**Run 1: sequential cells colored by netlist name**

Scale: 2 px per um. Other sequential cells in the stronger gray, the rest of the logic in the fainter gray.
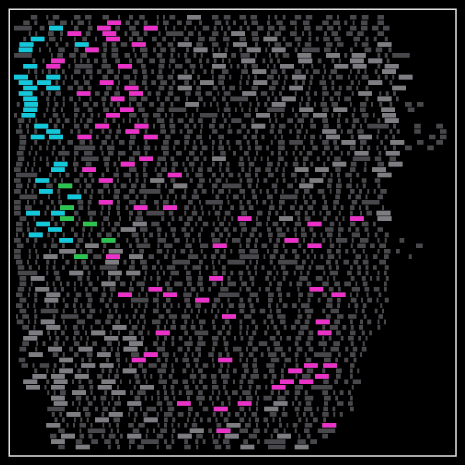
**Run 1: metal layers overlaid**

Scale: 1.5 px per um. Two of the layers only.
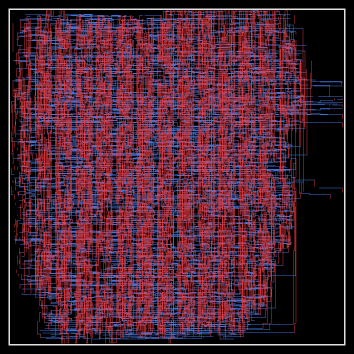
**Run 1: met3 routing**

Scale: 1.5 px per um.
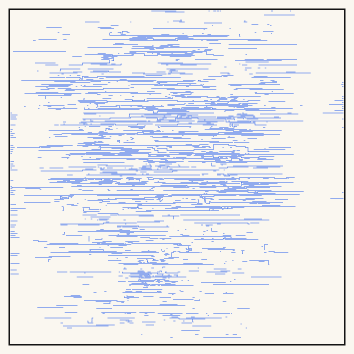
**Run 1: placed standard cells**

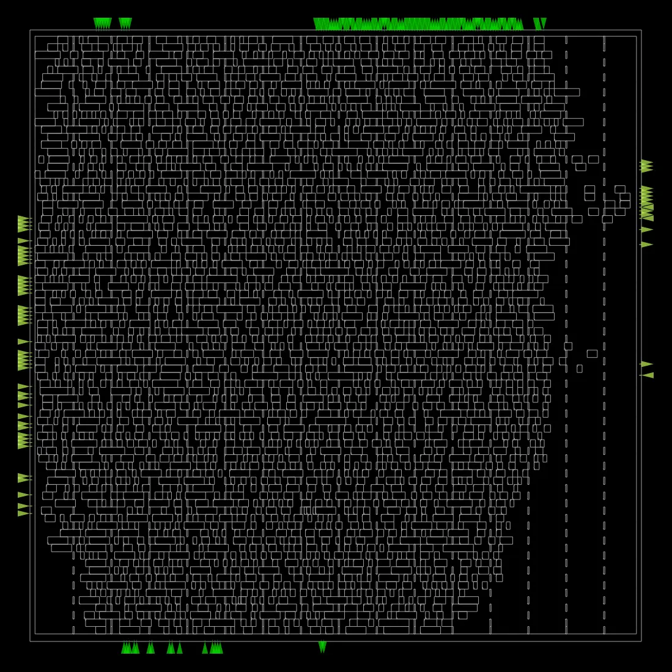
File: config.mk
export PLATFORM = sky130hd
export DESIGN_NAME = muldiv_unit
export DESIGN_NICKNAME = d
export VERILOG_FILES = /design/src/rtl/muldiv_unit.sv
export SDC_FILE = /design/constraint.sdc
export NUM_CORES = 1
export LEC_CHECK = 0
export CAP_MARGIN = 30
export CELL_PAD_IN_SITES_DETAIL_PLACEMENT = 2
export CELL_PAD_IN_SITES_GLOBAL_PLACEMENT = 2
export CORE_MARGIN = 1.5
export CORE_UTILIZATION = 36
export DETAILED_ROUTE_END_ITERATION = 8
export GPL_ROUTABILITY_DRIVEN = 0
export HOLD_SLACK_MARGIN = 0.12
export PLACE_DENSITY = 0.95
export SLEW_MARGIN = 20
export SYNTH_ARGS = -nofsm -noshare
export SYNTH_HDL_FRONTEND = slang
export SYNTH_SLANG_ARGS = --single-unit
File: constraint.sdc
create_clock -name clk -period 5.7 [get_ports clk]
set_input_delay 1.425 -clock clk [delete_from_list [all_inputs] [get_ports clk]]
set_output_delay 1.425 -clock clk [all_outputs]
set_load 0.05 [all_outputs]
File: src/rtl/muldiv_unit.sv
// Iterative multiply/divide unit with architectural HI/LO registers.
// Shift-add multiply and restoring divide, BITS_PER_CYCLE bits retired per RUN cycle.
module muldiv_unit #(
  parameter int unsigned WIDTH          = 32,
  parameter int unsigned BITS_PER_CYCLE = 1
) (
  input  logic             clk,
  input  logic             rst,
  input  logic             start,
  input  logic [1:0]       op,
  input  logic [WIDTH-1:0] a,
  input  logic [WIDTH-1:0] b,
  input  logic             hi_wr_en,
  input  logic             lo_wr_en,
  input  logic [WIDTH-1:0] wr_data,
  output logic             busy,
  output logic             done,
  output logic             div_by_zero,
  output logic [WIDTH-1:0] hi,
  output logic [WIDTH-1:0] lo
);

  localparam int unsigned N    = WIDTH / BITS_PER_CYCLE;
  localparam int unsigned CntW = $clog2(N + 1);

  typedef enum logic [2:0] {StIdle, StPrep, StRun, StFix, StDone} state_e;

  state_e                 state_q, state_d;
  logic [1:0]             op_q;
  logic [WIDTH-1:0]       a_q, b_q, mag_b_q, hi_q, lo_q;
  logic [2*WIDTH-1:0]     acc_q, acc_step, prod;
  logic                   neg_res_q, neg_rem_q, dbz_q;
  logic [CntW-1:0]        cnt_q;
  logic [WIDTH-1:0]       mag_a, mag_b, quo, rem, fix_hi, fix_lo;
  logic [WIDTH:0]         part, trial, sum;
  logic                   is_div, is_signed, idle_like;

  assign is_div    = op_q[1];
  assign is_signed = op_q[0];
  assign idle_like = (state_q == StIdle) || (state_q == StDone);
  assign hi        = hi_q;
  assign lo        = lo_q;

  always_ff @(posedge clk) begin
    if (!rst) state_q <= StIdle;
    else      state_q <= state_d;
  end

  always_comb begin
    state_d = state_q;
    unique case (state_q)
      StIdle:  if (start) state_d = StPrep;
      StDone:  state_d = start ? StPrep : StIdle;
      StPrep:  state_d = StRun;
      StRun:   if (cnt_q == CntW'(1)) state_d = StFix;
      StFix:   state_d = StDone;
      default: state_d = StIdle;
    endcase
  end

  always_comb begin
    busy        = 1'b0;
    done        = 1'b0;
    div_by_zero = 1'b0;
    unique case (state_q)
      StPrep, StRun, StFix: busy = 1'b1;
      StDone: begin
        done        = 1'b1;
        div_by_zero = dbz_q;
      end
      default: ;
    endcase
  end

  // Magnitudes of the latched operands; unsigned ops pass straight through.
  always_comb begin
    mag_a = (is_signed && a_q[WIDTH-1]) ? -a_q : a_q;
    mag_b = (is_signed && b_q[WIDTH-1]) ? -b_q : b_q;
  end

  // acc holds {partial product, multiplier} or {remainder, dividend/quotient}.
  always_comb begin
    acc_step = acc_q;
    part     = '0;
    trial    = '0;
    sum      = '0;
    for (int i = 0; i < int'(BITS_PER_CYCLE); i++) begin
      if (is_div) begin
        part     = {acc_step[2*WIDTH-1:WIDTH], acc_step[WIDTH-1]};
        trial    = part - {1'b0, mag_b_q};
        acc_step = {acc_step[2*WIDTH-2:0], 1'b0};
        if (!trial[WIDTH]) begin
          acc_step[2*WIDTH-1:WIDTH] = trial[WIDTH-1:0];
          acc_step[0]               = 1'b1;
        end
      end else begin
        sum      = {1'b0, acc_step[2*WIDTH-1:WIDTH]} + (acc_step[0] ? {1'b0, mag_b_q} : '0);
        acc_step = {sum, acc_step[WIDTH-1:1]};
      end
    end
  end

  always_comb begin
    prod   = neg_res_q ? -acc_q : acc_q;
    quo    = neg_res_q ? -acc_q[WIDTH-1:0] : acc_q[WIDTH-1:0];
    rem    = neg_rem_q ? -acc_q[2*WIDTH-1:WIDTH] : acc_q[2*WIDTH-1:WIDTH];
    fix_hi = prod[2*WIDTH-1:WIDTH];
    fix_lo = prod[WIDTH-1:0];
    if (is_div) begin
      if (b_q == '0) begin
        fix_hi = a_q;
        fix_lo = '1;
      end else begin
        fix_hi = rem;
        fix_lo = quo;
      end
    end
  end

  always_ff @(posedge clk) begin
    if (!rst) begin
      op_q      <= '0;
      a_q       <= '0;
      b_q       <= '0;
      mag_b_q   <= '0;
      acc_q     <= '0;
      neg_res_q <= 1'b0;
      neg_rem_q <= 1'b0;
      dbz_q     <= 1'b0;
      cnt_q     <= '0;
      hi_q      <= '0;
      lo_q      <= '0;
    end else begin
      unique case (state_q)
        StIdle, StDone: begin
          if (start) begin
            op_q <= op;
            a_q  <= a;
            b_q  <= b;
          end else begin
            if (hi_wr_en) hi_q <= wr_data;
            if (lo_wr_en) lo_q <= wr_data;
          end
        end
        StPrep: begin
          acc_q     <= {{WIDTH{1'b0}}, mag_a};
          mag_b_q   <= mag_b;
          neg_res_q <= is_signed && (a_q[WIDTH-1] ^ b_q[WIDTH-1]);
          neg_rem_q <= is_signed && a_q[WIDTH-1];
          cnt_q     <= CntW'(N);
        end
        StRun: begin
          acc_q <= acc_step;
          cnt_q <= cnt_q - CntW'(1);
        end
        StFix: begin
          hi_q  <= fix_hi;
          lo_q  <= fix_lo;
          dbz_q <= is_div && (b_q == '0);
        end
        default: ;
      endcase
    end
  end

endmodule

==> impl_metrics.xml, run 1 <==
<?xml version="1.0" encoding="UTF-8"?>
<metrics>
  <group name="outcome">
    <metric name="status" unit="">completed</metric>
  </group>
  <group name="floorplan">
    <metric name="ios" unit="">170</metric>
  </group>
  <group name="clock_network">
    <metric name="numCtsBuffers" unit="">29</metric>
    <metric name="post_cts_resized" unit="">0</metric>
    <metric name="clock_sink_count" unit="">238</metric>
    <metric name="cts_root_buf" unit="">clkbuf_16</metric>
  </group>
  <group name="pwr">
    <metric name="power.combinational.fraction" unit="%">27.5</metric>
    <metric name="power_switching_share" unit="%">38.4</metric>
    <metric name="vdd_drop_max" unit="V">0.000262</metric>
    <metric name="power.total" unit="W">0.00583</metric>
  </group>
  <group name="finish">
    <metric name="clock_buffer_count" unit="">37</metric>
    <metric name="leading_cell_kind" unit="">multi-input combinational cells</metric>
  </group>
  <group name="setup_path">
    <metric name="crit_family" unit="">simple AND/OR/NAND/NOR gates</metric>
    <metric name="timing.critical_path.fanout_max" unit="">37</metric>
  </group>
  <group name="job">
    <metric name="stage_log_warnings" unit="">27</metric>
  </group>
  <group name="synth">
    <metric name="ys_cells" unit="">2377</metric>
    <metric name="synth_simple_gate_area_share" unit="%">20.9</metric>
    <metric name="synthFlopType" unit="">dfxtp_1</metric>
    <metric name="postSynthCellCount" unit="">2377</metric>
    <metric name="synth_cell_type_count" unit="">74</metric>
    <metric name="synth_top_area_share" unit="%">27.4</metric>
  </group>
  <group name="final_timing">
    <metric name="final_period_minus_worst_setup_slack" unit="ns">5.49</metric>
    <metric name="final-max-slew-violation-count" unit="">0</metric>
    <metric name="worst_slew_pin_slew" unit="ns">1.18</metric>
  </group>
  <group name="global_route">
    <metric name="gr_met1_demand_resource" unit="%">44.8</metric>
    <metric name="top_usage_layer" unit="">met2</metric>
  </group>
  <group name="worst_hold_path">
    <metric name="worst_hold_stages" unit="">2</metric>
  </group>
  <group name="detailed_routing">
    <metric name="ant_nets" unit="">0</metric>
  </group>
</metrics>
About 'sequential cells colored by netlist name':
| color | netlist name | placed flops |
|---|---|---|
| magenta | acc_q | 64 |
| cyan | a_q | 32 |
| green | cnt_q | 6 |
not colored: 136
Sequential cell area: 0.00477 mm^2
flip-flop and latch share of the layout cell area: 23.2%

About 'metal layers overlaid':
| color | layer | wire length |
|---|---|---|
| blue | met1 | 39.5 mm |
| red | met2 | 49.1 mm |
via count: 21707
average wire per cell in the routed design: 35.9 um
wirelength, routed: 110000 um
all-layer global routing usage: 39.7%

About 'met3 routing':
longest straight run: 95.5 um
nets with wire on the layer: 600
share of all routed wire: 11%
GR Layer Usage met3: 10.1%

About 'placed standard cells':
core region area: 0.0476 mm^2
non-filler instance count after layout: 3061
FF+latch count: 238
share of the core filled with cells: 43.1%

==> run 2, diff against run 1 <==
Settings changed: CTS_CLUSTER_SIZE from default to 40.
==> impl_metrics.xml, run 2 <==
<?xml version="1.0" encoding="UTF-8"?>
<metrics>
  <group name="outcome">
    <metric name="status" unit="">completed</metric>
  </group>
  <group name="setup_path">
    <metric name="regToRegEndpoint" unit="">hi[14]$_SDFFE_PN0P_</metric>
    <metric name="timing.critical_path.fanout_max" unit="">16</metric>
    <metric name="path_cells" unit="">inv_1 &gt; ha_1 &gt; or3b_2 &gt; or3_4 &gt; or3_1 &gt; o21ai_0 &gt; xor2_1 &gt; mux2i_1 &gt; nor2_1 &gt; nor3_1</metric>
    <metric name="critical-path-slowest-cell" unit="">or3_1</metric>
    <metric name="crit_family" unit="">simple AND/OR/NAND/NOR gates</metric>
  </group>
  <group name="final_timing">
    <metric name="final_period_minus_worst_setup_slack" unit="ns">4.95</metric>
    <metric name="clock.fmax" unit="MHz">202</metric>
    <metric name="worst_slew_pin_slew" unit="ns">1.24</metric>
    <metric name="final-max-slew-violation-count" unit="">0</metric>
  </group>
  <group name="clock_network">
    <metric name="worstSkewPairLatency" unit="ns">0.67</metric>
    <metric name="post_cts_resized" unit="">0</metric>
    <metric name="numCtsBuffers" unit="">30</metric>
    <metric name="clock_sink_count" unit="">238</metric>
    <metric name="clock_tree_from_tritoncts" unit="">done</metric>
    <metric name="cts_root_buf" unit="">clkbuf_16</metric>
  </group>
  <group name="worst_hold_path">
    <metric name="worst_hold_stages" unit="">2</metric>
  </group>
  <group name="synth">
    <metric name="synth_cell_type_count" unit="">74</metric>
    <metric name="synthFlopType" unit="">dfxtp_1</metric>
    <metric name="synth_simple_gate_area_share" unit="%">20.9</metric>
    <metric name="postSynthCellCount" unit="">2377</metric>
    <metric name="syn_area_per_cell" unit="um^2">7.30</metric>
    <metric name="synth_top_area_share" unit="%">27.4</metric>
  </group>
  <group name="pwr">
    <metric name="power_switching" unit="W">0.00227</metric>
    <metric name="power_switching_share" unit="%">39.0</metric>
    <metric name="power.combinational.fraction" unit="%">27.6</metric>
    <metric name="vdd_drop_max" unit="V">0.000266</metric>
    <metric name="power.total" unit="W">0.00582</metric>
    <metric name="pg_clk" unit="W">0.00222</metric>
  </group>
  <group name="floorplan">
    <metric name="ios" unit="">170</metric>
    <metric name="placeableCoreArea" unit="mm^2">0.0476</metric>
  </group>
  <group name="global_route">
    <metric name="grt_util_all_layers" unit="%">40.3</metric>
    <metric name="grt.overflow.total" unit="">0</metric>
    <metric name="top_usage_layer" unit="">met2</metric>
    <metric name="gr_met1_demand_resource" unit="%">45.7</metric>
  </group>
  <group name="finish">
    <metric name="clock_tree_area_fraction" unit="%">5.19</metric>
    <metric name="instances_no_fill" unit="">3065</metric>
    <metric name="non_clock_buffer_share_of_cell_area" unit="%">9.72</metric>
    <metric name="area.sequential" unit="mm^2">0.00477</metric>
    <metric name="clock_buffer_count" unit="">39</metric>
    <metric name="final_layout_top_logic_cell" unit="">nand2_1</metric>
  </group>
  <group name="job">
    <metric name="stage_log_warnings" unit="">27</metric>
  </group>
  <group name="detailed_routing">
    <metric name="route.detailed.drc" unit="">0</metric>
    <metric name="maxUsedRoutingLayer" unit="">met5</metric>
    <metric name="ant_nets" unit="">0</metric>
    <metric name="routed_wire_length_per_instance" unit="um">36.4</metric>
  </group>
</metrics>
**Run 2: met3 routing**

Scale: 1.5 px per um.
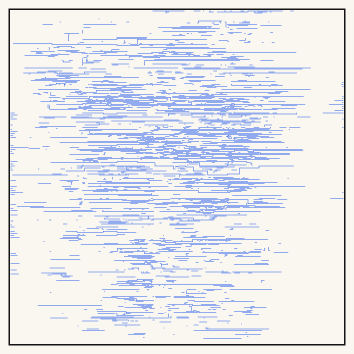
main direction: horizontal
wire length on this layer: 12700 um
share of all routed wire: 11%
longest straight run: 97.0 um
wirelength, routed: 112000 um
GR Layer Usage met3: 10.7%
via count: 21993

**Run 2: placed standard cells**

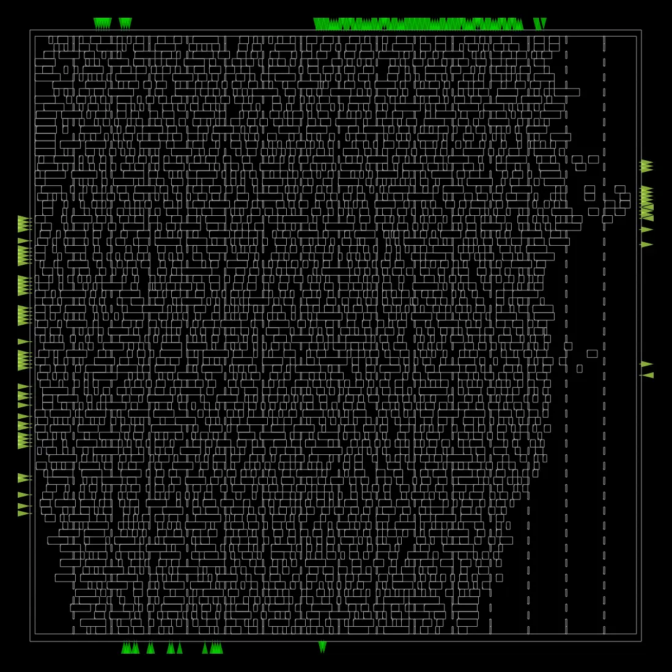
share of the core filled with cells: 43.0%
flip-flop and latch share of the layout cell area: 23.3%

==> run 3, diff against run 2 <==
Settings changed: CAP_MARGIN 30 to default, CORE_UTILIZATION 36 to 34, PLACE_DENSITY 0.95 to 0.92.
Clock period 5.7 ns to 5.6 ns, I/O delays scaled along.
==> impl_metrics.xml, run 3 <==
<?xml version="1.0" encoding="UTF-8"?>
<metrics>
  <group name="outcome">
    <metric name="status" unit="">completed</metric>
  </group>
  <group name="global_route">
    <metric name="gr_met1_demand_resource" unit="%">41.4</metric>
    <metric name="top_usage_layer" unit="">met2</metric>
  </group>
  <group name="synth">
    <metric name="syn_area_per_cell" unit="um^2">7.30</metric>
    <metric name="synth_top_area_share" unit="%">27.4</metric>
    <metric name="postSynthCellCount" unit="">2377</metric>
    <metric name="synth_cell_type_count" unit="">74</metric>
  </group>
  <group name="setup_path">
    <metric name="timing.critical_path.fanout_max" unit="">17</metric>
    <metric name="regToRegEndpoint" unit="">acc_q[61]$_SDFFE_PN0P_</metric>
    <metric name="crit_family" unit="">AND-OR/OR-AND gates</metric>
    <metric name="critical-path-slowest-cell" unit="">o21ai_0</metric>
    <metric name="path_cells" unit="">inv_1 &gt; buf_4 &gt; nor2_1 &gt; ha_1 &gt; nor2b_1 &gt; o21ai_0 &gt; nand4b_1 &gt; a22oi_1 &gt; o21ai_0 &gt; a21oi_1 &gt; mux2i_1 &gt; o31a_1</metric>
  </group>
  <group name="clock_network">
    <metric name="numCtsBuffers" unit="">30</metric>
    <metric name="cts_root_buf" unit="">clkbuf_16</metric>
    <metric name="clock_tree_from_tritoncts" unit="">done</metric>
  </group>
  <group name="floorplan">
    <metric name="placeableCoreArea" unit="mm^2">0.0503</metric>
  </group>
  <group name="finish">
    <metric name="clock_tree_area_fraction" unit="%">5.25</metric>
    <metric name="final_layout_top_logic_cell" unit="">nand2_1</metric>
    <metric name="non_clock_buffer_share_of_cell_area" unit="%">9.10</metric>
    <metric name="area.sequential" unit="mm^2">0.00477</metric>
  </group>
  <group name="pwr">
    <metric name="pg_clk" unit="W">0.00217</metric>
    <metric name="power.total" unit="W">0.00569</metric>
    <metric name="vdd_drop_max" unit="V">0.000231</metric>
  </group>
  <group name="detailed_routing">
    <metric name="routed_wire_length_per_instance" unit="um">30.5</metric>
    <metric name="route.detailed.drc" unit="">0</metric>
  </group>
  <group name="final_timing">
    <metric name="clock.fmax" unit="MHz">192</metric>
    <metric name="final-max-slew-violation-count" unit="">0</metric>
  </group>
  <group name="job">
    <metric name="stage_log_warnings" unit="">28</metric>
  </group>
</metrics>
**Run 3: cell classes on the final placement**

Scale: 1 px per um.
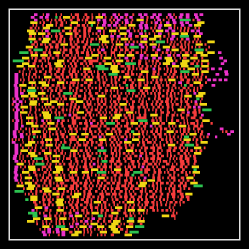
| color | class | cells | share of their area |
|---|---|---|---|
| green | clock drivers and dummy loads | 55 | 5.5% |
| magenta | other buffers and delay cells | 192 | 9.5% |
| red | all other logic | 1951 | 61% |
| yellow | flip-flops | 238 | 24% |
total number of placement rows: 82
share of the core filled with cells: 40.7%

**Run 3: metal layers overlaid**

Scale: 1.5 px per um. Two of the layers only.
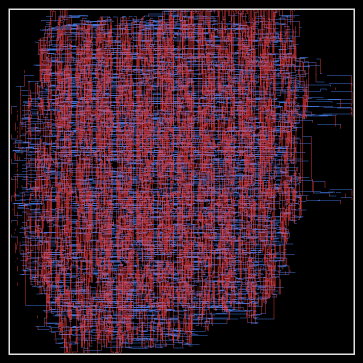
| color | layer | wire length |
|---|---|---|
| red | met2 | 44.1 mm |
| blue | met1 | 36.1 mm |
all-layer global routing usage: 35.0%
via count: 20308
wirelength, routed: 94800 um

No activity file was given, so power comes from the tool's default toggle rates.
